**config.mk**
```make
export PLATFORM = sky130hd
export DESIGN_NAME = bcd_countdown_timer
export DESIGN_NICKNAME = d
export VERILOG_FILES = /design/src/rtl/bcd_timer_pkg.sv /design/src/rtl/bcd_down_digit.sv /design/src/rtl/bcd_countdown_timer.sv
export SDC_FILE = /design/constraint.sdc
export NUM_CORES = 1
export LEC_CHECK = 0
export ABC_AREA = 1
export CORE_AREA = 2 2 81 83
export DETAILED_ROUTE_END_ITERATION = 10
export DIE_AREA = 0 0 83 85
export MAX_ROUTING_LAYER = met4
export PLACE_DENSITY = 0.68
export REMOVE_ABC_BUFFERS = 1
export SLEW_MARGIN = 5
export SYNTH_ARGS = -nofsm -noshare
export SYNTH_HDL_FRONTEND = slang
export SYNTH_SLANG_ARGS = --single-unit
```
**constraint.sdc**
```tcl
create_clock -name Clk -period 2.28 [get_ports Clk]
set_input_delay 0.456 -clock Clk [delete_from_list [all_inputs] [get_ports Clk]]
set_output_delay 0.456 -clock Clk [all_outputs]
set_load 0.03 [all_outputs]
```
**src/rtl/bcd_timer_pkg.sv**
```systemverilog
// ---------------------------------------------------------------------------
// bcd_timer_pkg
//   Shared definitions for the BCD countdown timer.
//   - BCD_MAX / BCD_ZERO : digit limits used by the down-counting digits
//   - timer_state_t      : control states of the timer
//   - clamp_digit()      : forces a preset digit into the legal 0..9 range
// ---------------------------------------------------------------------------
package bcd_timer_pkg;

    localparam logic [3:0] BCD_MAX  = 4'd9;
    localparam logic [3:0] BCD_ZERO = 4'd0;

    typedef enum logic [1:0] {
        IDLE    = 2'd0,
        RUN     = 2'd1,
        PAUSE   = 2'd2,
        EXPIRED = 2'd3
    } timer_state_t;

    // Preset digits above 9 are not valid BCD; saturate them at 9.
    function automatic logic [3:0] clamp_digit(input logic [3:0] d);
        return (d > BCD_MAX) ? BCD_MAX : d;
    endfunction

endpackage

```
**src/rtl/bcd_down_digit.sv**
```systemverilog
// ---------------------------------------------------------------------------
// bcd_down_digit
//   One BCD digit that counts downward, 9 -> 0 -> 9 with borrow.
//   Ports:
//     Clk        in   system clock, rising edge
//     Rst        in   synchronous active-high reset (digit -> 0)
//     Load       in   load the clamped preset digit
//     Valor      in   [3:0] preset digit
//     borrow_in  in   decrement request from the lower digit (or the tick)
//     Cuenta     out  [3:0] registered digit value
//     borrow_out out  decrement request for the next higher digit
// ---------------------------------------------------------------------------
module bcd_down_digit
    import bcd_timer_pkg::*;
(
    input  logic       Clk,
    input  logic       Rst,
    input  logic       Load,
    input  logic [3:0] Valor,
    input  logic       borrow_in,
    output logic [3:0] Cuenta,
    output logic       borrow_out
);

    // NOTE: sequential state is written with non-blocking assignments so every
    // register samples pre-edge values regardless of process evaluation order.
    always_ff @(posedge Clk) begin
        if (Rst) begin
            Cuenta <= BCD_ZERO;
        end else if (Load) begin
            Cuenta <= clamp_digit(Valor);
        end else if (borrow_in) begin
            Cuenta <= (Cuenta == BCD_ZERO) ? BCD_MAX : Cuenta - 4'd1;
        end
    end

    // A digit sitting at zero passes the decrement on to the next digit.
    assign borrow_out = borrow_in & (Cuenta == BCD_ZERO);

endmodule

```
**src/rtl/bcd_countdown_timer.sv**
```systemverilog
// ---------------------------------------------------------------------------
// bcd_countdown_timer
//   Multi-digit BCD down-counter. A preset is loaded, then the count is
//   decremented once every TICK_DIV clocks while running; a one-cycle Done
//   pulse accompanies the decrement that reaches zero.
//   Parameters:
//     DIGITS    number of BCD digits (1..8)
//     TICK_DIV  clocks per decrement (>= 1)
//   Ports:
//     Clk      in   system clock, rising edge
//     Rst      in   synchronous active-high reset
//     Load     in   load Valor (clamped per digit), go to IDLE
//     Start    in   start / resume counting
//     Stop     in   pause counting
//     Valor    in   [4*DIGITS-1:0] BCD preset, digit 0 in bits [3:0]
//     Cuenta   out  [4*DIGITS-1:0] registered BCD count
//     Running  out  high while in RUN
//     Zero     out  combinational, Cuenta == 0
//     Done     out  one-cycle pulse when the count expires
//   Control priority: Rst > Load > Stop > Start.
// ---------------------------------------------------------------------------
module bcd_countdown_timer
    import bcd_timer_pkg::*;
#(
    parameter int DIGITS   = 4,
    parameter int TICK_DIV = 100000
) (
    input  logic                  Clk,
    input  logic                  Rst,
    input  logic                  Load,
    input  logic                  Start,
    input  logic                  Stop,
    input  logic [4*DIGITS-1:0]   Valor,
    output logic [4*DIGITS-1:0]   Cuenta,
    output logic                  Running,
    output logic                  Zero,
    output logic                  Done
);

    localparam int W  = 4 * DIGITS;
    localparam int PW = (TICK_DIV > 1) ? $clog2(TICK_DIV) : 1;
    localparam logic [PW-1:0] PRE_LAST = PW'(TICK_DIV - 1);

    timer_state_t   state;
    timer_state_t   state_next;
    logic [PW-1:0]  prescaler;
    logic           advance;
    logic           tick;
    logic           cnt_is_one;
    logic           expire;
    logic [3:0]     digit_q [DIGITS];
    wire  [DIGITS:0] borrow;

    // The prescaler only moves in RUN, and Load/Stop take precedence over the
    // tick, so a stopped or reloaded timer never decrements on that edge.
    assign advance    = (state == RUN) && !Load && !Stop;
    assign tick       = advance && (prescaler == PRE_LAST);
    assign cnt_is_one = (Cuenta == W'(1));
    // A borrow out of the top digit would mean the count underflowed; treat it
    // as expiry as well so the timer can never keep running through all-9s.
    assign expire     = tick && (cnt_is_one || borrow[DIGITS]);

    assign borrow[0] = tick;

    for (genvar i = 0; i < DIGITS; i++) begin : g_digit
        bcd_down_digit u_digit (
            .Clk        (Clk),
            .Rst        (Rst),
            .Load       (Load),
            .Valor      (Valor[4*i +: 4]),
            .borrow_in  (borrow[i]),
            .Cuenta     (digit_q[i]),
            .borrow_out (borrow[i+1])
        );
    end

    always_comb begin
        Cuenta = '0;
        for (int i = 0; i < DIGITS; i++) begin
            Cuenta[4*i +: 4] = digit_q[i];
        end
    end

    assign Zero    = (Cuenta == '0);
    assign Running = (state == RUN);

    // Prescaler: cleared by reset and load, held in PAUSE (Stop does not clear
    // it), wraps to zero on the tick.
    always_ff @(posedge Clk) begin
        if (Rst) begin
            prescaler <= '0;
        end else if (Load) begin
            prescaler <= '0;
        end else if (advance) begin
            prescaler <= tick ? '0 : prescaler + PW'(1);
        end
    end

    // Done is registered alongside the final decrement, so it is high in
    // exactly the cycle in which Cuenta first reads zero.
    always_ff @(posedge Clk) begin
        if (Rst) begin
            Done <= 1'b0;
        end else begin
            Done <= expire;
        end
    end

    always_ff @(posedge Clk) begin
        if (Rst) begin
            state <= IDLE;
        end else begin
            state <= state_next;
        end
    end

    // NOTE: state_next gets a default before any branch so no path through
    // this block leaves it unassigned, which would otherwise infer a latch.
    always_comb begin
        state_next = state;
        if (Load) begin
            state_next = IDLE;
        end else begin
            unique case (state)
                IDLE, PAUSE: begin
                    if (!Stop && Start && !Zero) begin
                        state_next = RUN;
                    end
                end
                RUN: begin
                    if (Stop) begin
                        state_next = PAUSE;
                    end else if (expire) begin
                        state_next = EXPIRED;
                    end
                end
                EXPIRED: begin
                    state_next = EXPIRED;
                end
                default: begin
                    state_next = IDLE;
                end
            endcase
        end
    end

endmodule
```
Run 1, placed cells, one color a class:
The bar under the picture is 20 um long. Fill, decap, tap and diode cells in gray.
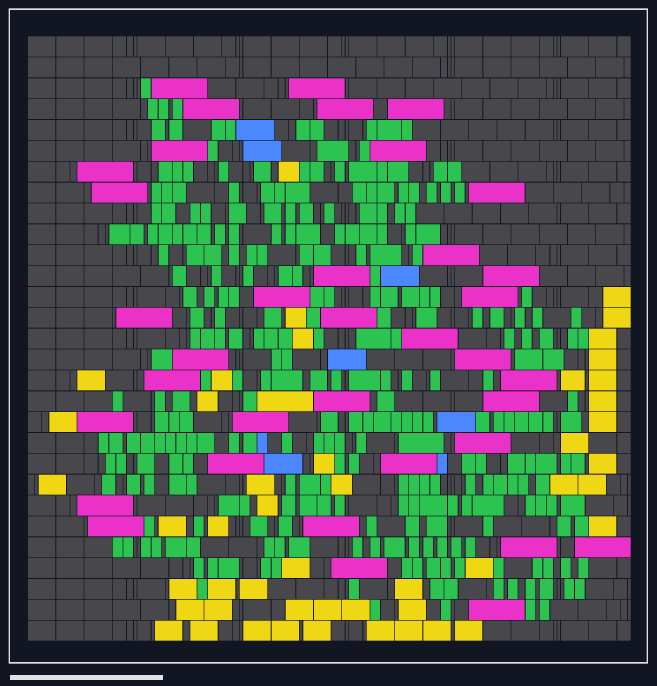
Key: all other logic = green [cells 291]; clock drivers and dummy loads = blue [cells 8]; other buffers and delay cells = yellow [cells 49]; flip-flops = magenta [cells 36]

Run 1, met2 routing:
The bar under the picture is 20 um long.
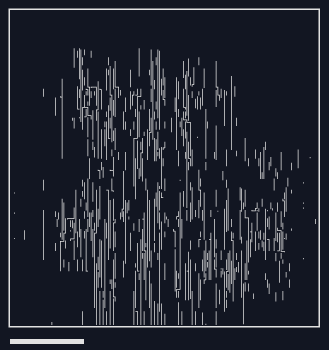
The layer holds 44% of the routed length. The wires run mostly vertical. The longest straight run is 26.0 um.

==> impl_metrics.toml, run 1 <==
# flow metrics
[finish]
area_delta_synth_final_pct = 30.4
final_cell_mix = "nand2_1, nor2_1, inv_1, clkdlybuf4s50_1, dfxtp_1"
layout-drive-gt1-share_pct = 10.4
lay_top_count = "nand2_1"
nNetsFinal = 405
design_area_mm2 = 0.00277
nFillCells = 635

[synth]
synth-seq-area-share_pct = 34.0
netlist_logic_family_top = "simple AND/OR/NAND/NOR gates"
yosys_warnings = 0
synthAdderAreaFrac_pct = 0.590
async_reset_ff_share_pct = 0
syn_area_mm2 = 0.00212
enable_flop_cells = 0
yosysUniqueCellTypes = 35
mux_share_pct = 0
ys_cells = 331
simple_gate_area_share_pct = 37.9
synth-xor-area-share_pct = 1.65
area_leaders = "dfxtp_1, nand2_1, nor2_1"
avgSynthCellArea_um2 = 6.41
netlist_instances = 331
top_area_share_pct = 34.0
ff_type = "dfxtp_1"
ys_ff = 36
synth.top_cells.by_count = "nand2_1, nor2_1, inv_1"
ys_sh_aoi_pct = 17.1
ys_area_mm2 = 0.00212

[die]
die_w_um = 83
die_h_um = 85
die-area_mm2 = 0.00706
row_count = 29
design.portCount = 40
fp_util_pct = 34.2

[power]
p_clk_share_pct = 31.9
p_sw_share_pct = 29.9
pwr-share-seq_pct = 45.4
power.leakage_uw = 0.00112
vdd_ir_drop_max_v = 0.000245
power.density_mw_per_mm2 = 539
p_sw_uw = 446
internal-power_uw = 1050

[final_timing]
tns_ns = 0
layout_min_cycle_time_ns = 2.13
finalCritPeriodShare_pct = 93.6
finalSetupViolCount = 0
hold_viol = 0
drv_slew = 0
setup_slack_ns = 0.145
hold_slack_ns = 0.463
worst_pin_slew_ns = 0.403
finalClockSkew_ns = 0.00627
slew_headroom_pct = 73.1
max_freq_ghz = 0.468
rsz0062_at_grt = "no"

[global_route]
antenna_found_initial = 0
grt-ovfl-total = 0
first_global_vias = 2101
busiest_layer = "met2"
use_met1_pct = 21.1
grt_pass1_wl_um = 9270
grt_max_degree = 16
grt_util_met3_pct = 4.18
grt_use_met2_pct = 24.9
grtUsageTotal_pct = 16.3

[setup_path]
worstPathArrival_ns = 1.68
cpPeakStageDelay_ns = 0.40
critical_path.cell_chain = "nor2_1 -> nand2_1 -> nor2_1 -> nand2_1 -> inv_1 -> dlygate4sd2_1"
cp-endpoint = "Zero"
crit_required_ns = 1.82
cp_num_buf_inv = 2
cpLargestDelayFamily = "simple AND/OR/NAND/NOR gates"
reg2reg_slack_ns = 0.51
timing.rr.end = "g_digit[3].u_digit.Cuenta[0]"
startpoint = "g_digit[3].u_digit.Cuenta[0]"
critPathCaptureType = "output pin"
criticalPathCategory = "reg2out"
reg2regPathDepth = 12
slowest_stage = "dlygate4sd2_1"
crit-reg2reg-launch = "prescaler[1]"
cp-start-kind = "register"

[cts]
post_cts_buffers = 0
cts.htree.levels = 2
cts_buffers = 5
path_clk_slew_ns = 0.07
cts-root-buf = "clkbuf_8"
clock_path_buffers = 2
clock_latency_ns = 0.29

[detailed_routing]
wl_per_cell_um = 11.3
remaining_drc_errors = 0
ant_nets = 0
viasPerCell = 4.80
wl_um = 5220
firstDrtPassIters = 4

[placement]
place_area_mm2 = 0.00268
place_congestion = 0.865
port_buffers = 39
dp_slack_ns = 0.201
hpwl_um = 4070

[run_status]
outcome = "finished, final reports clean"

[job]
openroad.warnings = 25
Run 1, placed standard cells:
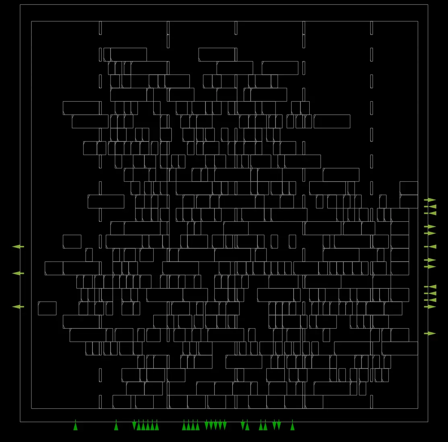
final core occ: 44.6%
core area: 0.00620 mm^2

Run 1, clock network drawn from the DEF:
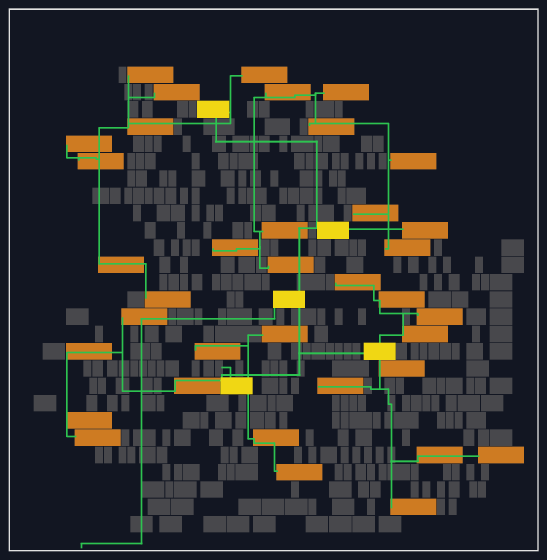
Key: clock wires = green [length 529 um]; flip-flops = orange [count 36]; cells driving clock nets = yellow [count 5]
Position of the flops: spread over the die.

==> run 1: worst min-delay path by stage <==
stage | start | end | slack [ns] | depth (start not counted)
floorplan | state[1] | state[1] | 0.44 | 2
global placement | state[1] | state[1] | 0.45 | 2
detailed placement | prescaler[14] | prescaler[14] | 0.45 | 2
CTS | prescaler[14] | prescaler[14] | 0.46 | 2
global route | state[1] | state[1] | 0.49 | 2
finish | prescaler[14] | prescaler[14] | 0.46 | 2
==> run 1: power groups by stage <==
stage	clock network, uW	logic [uW]	registers (uW)
after floorplan	0	152	734
after global placement	0	336	691
after detailed placement	0	338	692
after CTS	487	340	678
after global routing	516	376	682
final	475	339	678
==> run 1: state kept, by name (all words and copies together), names as in the netlist <==
signal	cells
Done	1
g_digit.u_digit.Cuenta	16
prescaler	17
state	2
==> run 1: final cells by class <==
| cell class | instances | area (um^2) | area share [%] |
|---|---|---|---|
| clock buffer | 8 | 90.1 | 3.26 |
| inverter | 45 | 169 | 6.11 |
| multi-input combinational | 246 | 1210 | 43.9 |
| sequential | 36 | 721 | 26.1 |
| tap | 77 | 96.3 | 3.48 |
| timing repair buffer | 49 | 477 | 17.2 |
==> run 1: routing by layer <==
layer	share of wire [%]	vias up
li1	-	1177
met1	51	982
met2	44	45
met3	3.4	8
met4	1.4	0
met5	0	-
==> run 1: through the flow <==
stage | total power [uW] | std cells
finish | 1490 | 461
global route | 1570 | 461
CTS | 1510 | 461
detailed placement | 1030 | 453
global placement | 1030 | 453
floorplan | 886 | 327
==> run 1: cell families after synthesis <==
kind of cell / after synthesis
compound gates: 62
xor+xnor: 4
fa+ha+maj: 1
buf+inv: 49
flops: 36
simple gates: 179
==> run 1: repair_timing <==
action,4_1_cts,5_1_grt
hold buffers,0,0
setup endpoints to repair,1,0
gates resized,1,0
--- run 2 (diff from run 1) ---
--- a/config.mk
+++ b/config.mk
@@ -9,6 +9,7 @@
 export CORE_AREA = 2 2 81 83
 export DETAILED_ROUTE_END_ITERATION = 10
 export DIE_AREA = 0 0 83 85
+export HOLD_SLACK_MARGIN = 0.08
 export MAX_ROUTING_LAYER = met4
 export PLACE_DENSITY = 0.68
 export REMOVE_ABC_BUFFERS = 1
Run 2, met2 routing:
The bar under the picture is 20 um long.
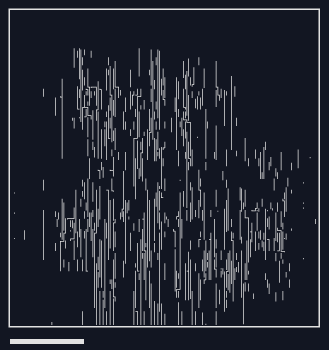
routed via count: 2212
total wire length: 5220 um
met2 Usage GRT: 24.9%

Run 2, placed standard cells:
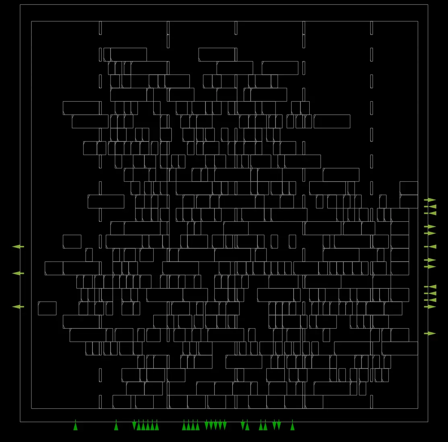
Post-Layout Cell Count: 461
# fillers: 635

Run 2, placed cells, one color a class:
The bar under the picture is 20 um long. Fill, decap, tap and diode cells in gray.
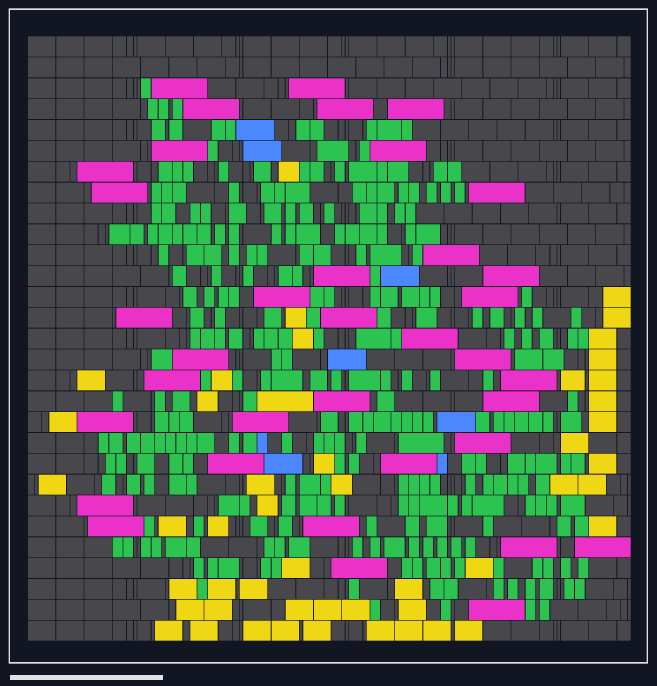
Key: clock drivers and dummy loads = blue [cells 8]; flip-flops = magenta [cells 36]; other buffers and delay cells = yellow [cells 49]; all other logic = green [cells 291]

==> impl_metrics.toml, run 2 <==
# flow metrics
[synth]
enable_flop_cells = 0
async_reset_ff_share_pct = 0
netlist_instances = 331
ys_ff = 36
yosysTopAreaCell = "dfxtp_1"
ys_area_mm2 = 0.00212
synth.top_cells.by_count = "nand2_1, nor2_1, inv_1"
area_leaders = "dfxtp_1, nand2_1, nor2_1"
yosysUniqueCellTypes = 35
avgSynthCellArea_um2 = 6.41
synth-seq-area-share_pct = 34.0
ys_cells = 331
most_common_cell = "nand2_1"
yosys_warnings = 0
top_area_share_pct = 34.0
ff_type = "dfxtp_1"
syn_area_mm2 = 0.00212

[finish]
nNetsFinal = 405
top_regs = "prescaler (17), g_digit.u_digit.Cuenta (16), state (2)"
final_cell_mix = "nand2_1, nor2_1, inv_1, clkdlybuf4s50_1, dfxtp_1"
lay_top_count = "nand2_1"
n_antenna_cell = 0
largest_reg_flops = 17
area_delta_synth_final_pct = 30.4
top_register = "prescaler"
fin_util_pct = 44.6
design_area_mm2 = 0.00277
layout-drive-gt1-share_pct = 10.4

[final_timing]
hold_slack_ns = 0.463
slew_headroom_pct = 73.1
tns_ns = 0
layout_min_cycle_time_ns = 2.13
hold_viol = 0
rsz0062_at_grt = "no"
max_freq_ghz = 0.468
finalCritPeriodShare_pct = 93.6
finalClockSkew_ns = 0.00627
drv_slew = 0
worst_pin_slew_ns = 0.403
finalSetupViolCount = 0

[global_route]
first_global_vias = 2101
grtUsageTotal_pct = 16.3
grt_util_met3_pct = 4.18
grt_pass1_wl_um = 9270
antenna_found_initial = 0
grt-ovfl-total = 0
grt_max_degree = 16
use_met1_pct = 21.1
busiest_layer = "met2"

[cts]
post_cts_buffers = 0
cts-root-buf = "clkbuf_8"
clock_latency_ns = 0.29
cts.htree.levels = 2
path_clk_slew_ns = 0.07
numClockSinks = 36
cts_buffers = 5
clock_path_buffers = 2
cts_tree = "done"

[power]
power.leakage_uw = 0.00112
p_clk_share_pct = 31.9
p_sw_share_pct = 29.9
pwr-share-seq_pct = 45.4
p_comb_share_pct = 22.7
vdd_ir_drop_max_v = 0.000245
p_sw_uw = 446
internal-power_uw = 1050
power.density_mw_per_mm2 = 539

[die]
row_count = 29
die_h_um = 85
core_mm2 = 0.00620
fp_util_pct = 34.2
die_w_um = 83
design.portCount = 40
die-area_mm2 = 0.00706

[detailed_routing]
drt_iter0_markers = 82
wl_met2_um = 2310
ant_nets = 0
viasPerCell = 4.80
remaining_drc_errors = 0
wl_met1_um = 2650
top_layer_used = "met4"
firstDrtPassIters = 4
wl_met3_um = 178
wl_per_cell_um = 11.3

[hold_path]
hold_start = "prescaler[14]"
min_path_type = "reg2reg"

[job]
openroad.warnings = 25
drv_cap = 0

[placement]
place_area_mm2 = 0.00268
place_congestion = 0.865
port_buffers = 39
hpwl_um = 4070
dp_cells = 453

[setup_path]
critPathCaptureType = "output pin"
criticalPathCategory = "reg2out"
path_max_fanout = 4
startpoint = "g_digit[3].u_digit.Cuenta[0]"
crit-reg2reg-launch = "prescaler[1]"
crit_required_ns = 1.82
worstPathArrival_ns = 1.68
cp-start-kind = "register"

[run_status]
outcome = "finished, final reports clean"
[run 2: cell families (layout without fill, tap and decap cells)]
group	Yosys count	count (layout)	share of synthesized area [%]
AND/OR/NAND/NOR	179	179	37.9
AND-OR/OR-AND	62	62	17.1
buffers and inverters	49	102	8.84
flip-flops	36	36	34.0
XOR/XNOR	4	4	1.65
adder cells (fa/ha/maj)	1	1	0.590
[run 2: power by group through the flow]
stage          combinational [uW]  sequential [uW]  clock (uW)
6_report                      339              678         475
5_1_grt                       376              682         516
4_1_cts                       340              678         487
3_5_place_dp                  338              692           0
3_3_place_gp                  336              691           0
2_1_floorplan                 152              734           0
[run 2: through the flow]
stage               power, uW  setup WS [ns]
floorplan                 886          0.714
global placement         1030          0.189
detailed placement       1030          0.201
CTS                      1510          0.146
global route             1570        0.00774
finish                   1490          0.145
[run 2: worst max-delay path, stage by stage (launching register included)]
cell and delay, ns:
dfxtp_1 0.34, nor2_1 0.21, nand2_1 0.12, nor2_1 0.17, nand2_1 0.07, inv_1 0.08
dlygate4sd2_1 0.40
[run 2: worst paths after layout]
check	endpoint	slack, ns	depth (start not counted)
max	Zero	0.15	6
min	prescaler[14]	0.46	2
max reg2reg	g_digit[3].u_digit.Cuenta[0]	0.51	12
min reg2reg	prescaler[14]	0.46	2
[run 2: timing repair]
item / 4_1_cts / 5_1_grt
hold buffers: 0 / 0
endpoints found under the setup margin: 1 / 0
resized: 1 / 0
endpoints found under the hold margin: 0 / 0
[run 2: area by class of cell]
type | instances | area [um^2]
Tap cell | 77 | 96.3
Inverter | 45 | 169
Sequential cell | 36 | 721
Timing Repair Buffer | 49 | 477
Clock buffer | 8 | 90.1
Fill cell | 635 | 3440
Multi-Input combinational cell | 246 | 1210
Run 2, floorplan with the power grid:
Pins as bars on the die edge. Tap cells in gray.
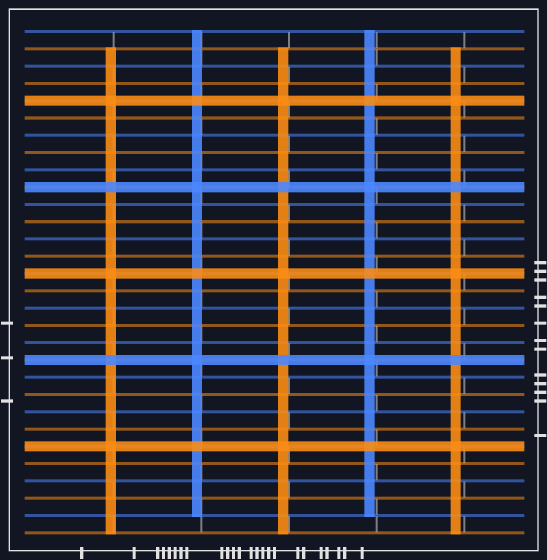

--- run 3 (diff from run 2) ---
--- a/config.mk
+++ b/config.mk
@@ -6,12 +6,14 @@
 export NUM_CORES = 1
 export LEC_CHECK = 0
 export ABC_AREA = 1
-export CORE_AREA = 2 2 81 83
+export ABC_CLOCK_PERIOD_IN_PS = 2280
+export CORE_AREA = 2 2 75 77
 export DETAILED_ROUTE_END_ITERATION = 10
-export DIE_AREA = 0 0 83 85
+export DIE_AREA = 0 0 77 79
+export GPL_ROUTABILITY_DRIVEN = 1
 export HOLD_SLACK_MARGIN = 0.08
 export MAX_ROUTING_LAYER = met4
-export PLACE_DENSITY = 0.68
+export PLACE_DENSITY = 0.75
 export REMOVE_ABC_BUFFERS = 1
 export SLEW_MARGIN = 5
 export SYNTH_ARGS = -nofsm -noshare
Run 3, floorplan with the power grid:
Pins as bars on the die edge. Tap cells in gray.
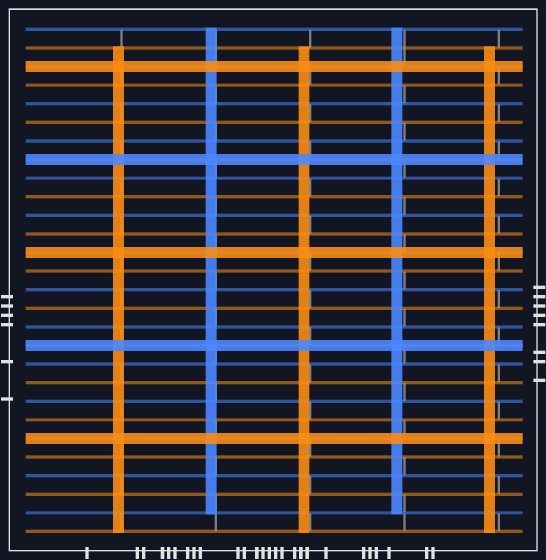
Key: VSS = orange; VDD = blue
72 tap cells. 40 signal pins sit on the boundary. 28 met1 rails follow the rows. 5 straps on met4. 5 straps on met5.

Run 3, met2 routing:
The bar under the picture is 20 um long.
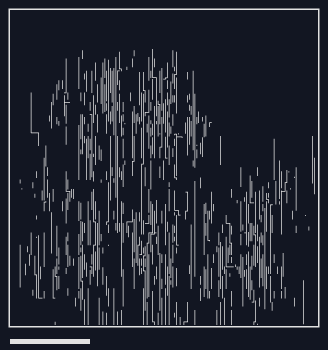
The wires run mostly vertical. The layer holds 47% of the routed length.

==> impl_metrics.toml, run 3 <==
# flow metrics
[run_status]
outcome = "finished, final reports clean"

[cts]
cts_buffers = 5
cts.htree.levels = 2
numClockSinks = 36
cts_tree = "done"
cts-root-buf = "clkbuf_8"
clock_path_buffers = 2
clock_latency_ns = 0.28
path_clk_slew_ns = 0.07
hold_buffers = 0

[detailed_routing]
ant_nets = 0
drt_iter0_markers = 97
remaining_drc_errors = 0
viasPerCell = 4.89
wl_per_cell_um = 11.1
firstDrtPassIters = 6
num_vias = 2210
wl_um = 5040

[final_timing]
rsz0062_at_grt = "no"
tns_ns = 0
drv_slew = 0
finalCritPeriodShare_pct = 93.7
finalSetupViolCount = 0
layout_min_cycle_time_ns = 2.14
max_freq_ghz = 0.468
worst_pin_slew_ns = 0.376
hold_viol = 0
slew_headroom_pct = 74.9
finalClockSkew_ns = 0.00602
hold_slack_ns = 0.472

[synth]
synth-seq-area-share_pct = 34.0
syn_area_mm2 = 0.00212
yosysUniqueCellTypes = 35
async_reset_ff_share_pct = 0
ff_type = "dfxtp_1"
avgSynthCellArea_um2 = 6.41
enable_flop_cells = 0
netlist_instances = 331
most_common_cell = "nand2_1"
top_area_share_pct = 34.0
yosys_warnings = 0
ys_ff = 36
yosysTopAreaCell = "dfxtp_1"
ys_cells = 331
area_leaders = "dfxtp_1, nand2_1, nor2_1"
synth.top_cells.by_count = "nand2_1, nor2_1, inv_1"
ys_area_mm2 = 0.00212

[die]
fp_util_pct = 39.8
design.portCount = 40
core_mm2 = 0.00534
die_w_um = 77
row_count = 27
die_h_um = 79
die-area_mm2 = 0.00608

[finish]
largest_reg_flops = 17
area_delta_synth_final_pct = 28.7
nNetsFinal = 402
nFillCells = 582
layout.area.comb_mm2 = 0.00121
fin_util_pct = 51.2
final_cell_mix = "nand2_1, nor2_1, inv_1, clkdlybuf4s50_1, dfxtp_1"
regArea_um2 = 721
top_regs = "prescaler (17), g_digit.u_digit.Cuenta (16), state (2)"
design_area_mm2 = 0.00273
n_antenna_cell = 0
top_register = "prescaler"
lay_top_count = "nand2_1"
layout-drive-gt1-share_pct = 10.0

[global_route]
grt_pass1_wl_um = 8600
grt-ovfl-total = 0
busiest_layer = "met2"
antenna_found_initial = 0
grt_max_degree = 16
grt_use_met2_pct = 28.8
use_met1_pct = 22.5
first_global_vias = 2019
grtUsageTotal_pct = 17.5
grt_util_met3_pct = 2.39

[setup_path]
crit_required_ns = 1.82
cp-start-kind = "register"
critPathCaptureType = "output pin"
slowest_stage = "dlygate4sd2_1"
worstPathArrival_ns = 1.68
critical_path.cell_chain = "nor2_1 -> nand2_1 -> nor2_1 -> nand2_1 -> inv_1 -> dlygate4sd2_1"
cpPeakStageDelay_ns = 0.40
criticalPathCategory = "reg2out"
path_max_fanout = 4

[power]
seq_cell_power_uw = 678
pwr-share-seq_pct = 45.2
p_sw_share_pct = 29.1
p_sw_uw = 436
p_comb_uw = 332
top_power_group = "registers"
p_clk_uw = 491
p_clk_share_pct = 32.7
internal-power_uw = 1060
p_comb_share_pct = 22.1
finalPower_uw = 1500
vdd_ir_drop_max_v = 0.000346
power.leakage_uw = 0.00111
power.density_mw_per_mm2 = 549

[hold_path]
min_path_type = "reg2reg"

[placement]
place_congestion = 0.885
port_buffers = 39
place_area_mm2 = 0.00264
hpwl_um = 3900

[job]
drv_cap = 0
openroad.warnings = 25
Run 3, clock network drawn from the DEF:
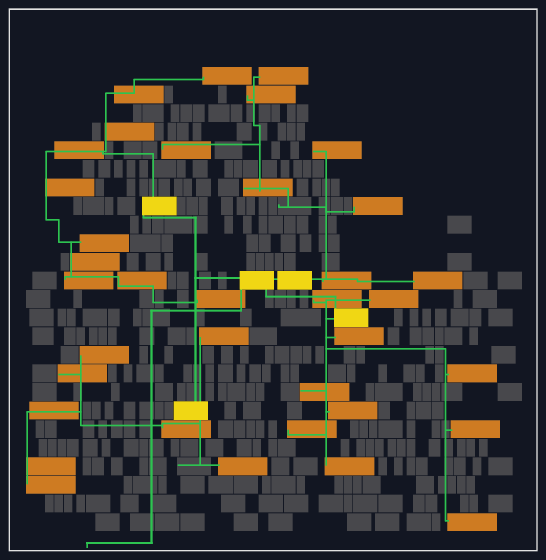
Key: cells driving clock nets = yellow [count 5]; clock wires = green [length 492 um]; flip-flops = orange [count 36]
Position of the flops: spread over the die. There are 6 routed clock nets.

## run 3: cell count changes in the layout (fill, tap and decap cells not counted)
cell,before,now
buf_4,9,7
buf_12,1,0
clkbuf_1,2,0
clkbuf_8,6,7
## run 3: final cells by class
cell class / instances / area share (%)
clock buffers: 7 / 3.53
well taps: 72 / 3.30
multi-input cells: 246 / 44.4
inverters: 45 / 6.18
repair buffers: 46 / 16.2
flip-flops and latches: 36 / 26.4
## run 3: worst paths after layout
check / from / endpoint / slack (ns) / cells after the start
setup reg to reg: prescaler[1] / prescaler[10] / 0.48 / 10
hold reg to reg: prescaler[14] / prescaler[14] / 0.47 / 2
hold / removal: prescaler[14] / prescaler[14] / 0.47 / 2
setup / recovery: g_digit[3].u_digit.Cuenta[0] / Zero / 0.14 / 6
## run 3: per-layer routing
metal	wire (um)	part of all wire (%)
met1	2410	48
met2	2360	47
met3	209	4.1
met4	62	1.2
met5	0	0
## run 3: repair_timing
item / CTS / global route
setup buffers: 0 / 0
endpoints found under the setup margin: 1 / 0
resized: 1 / 0
## run 3: worst max-delay path: cells and delay by family (launching register included)
kind | cells | cell delay (ns)
simple gates | 4 | 0.59
buf+inv | 2 | 0.49
flops | 1 | 0.33
## run 3: metrics by stage
stage	cells	setup WS (ns)
after floorplan	327	0.714
after global placement	445	0.193
after detailed placement	445	0.186
after CTS	452	0.154
after global routing	452	0.0388
final	452	0.143
## run 3: logic make-up after synthesis
logic type                 Yosys count  synth area share (%)
AOI/OAI and AO/OA                   62                  17.1
xor gates and xnor gates             4                  1.65
adders and majority gates            1                 0.590
buffers and inverters               49                  8.84
DFF                                 36                  34.0
and+or+nand+nor                    179                  37.9
Power figures rest on the tool's default switching activity, not on a simulated workload.
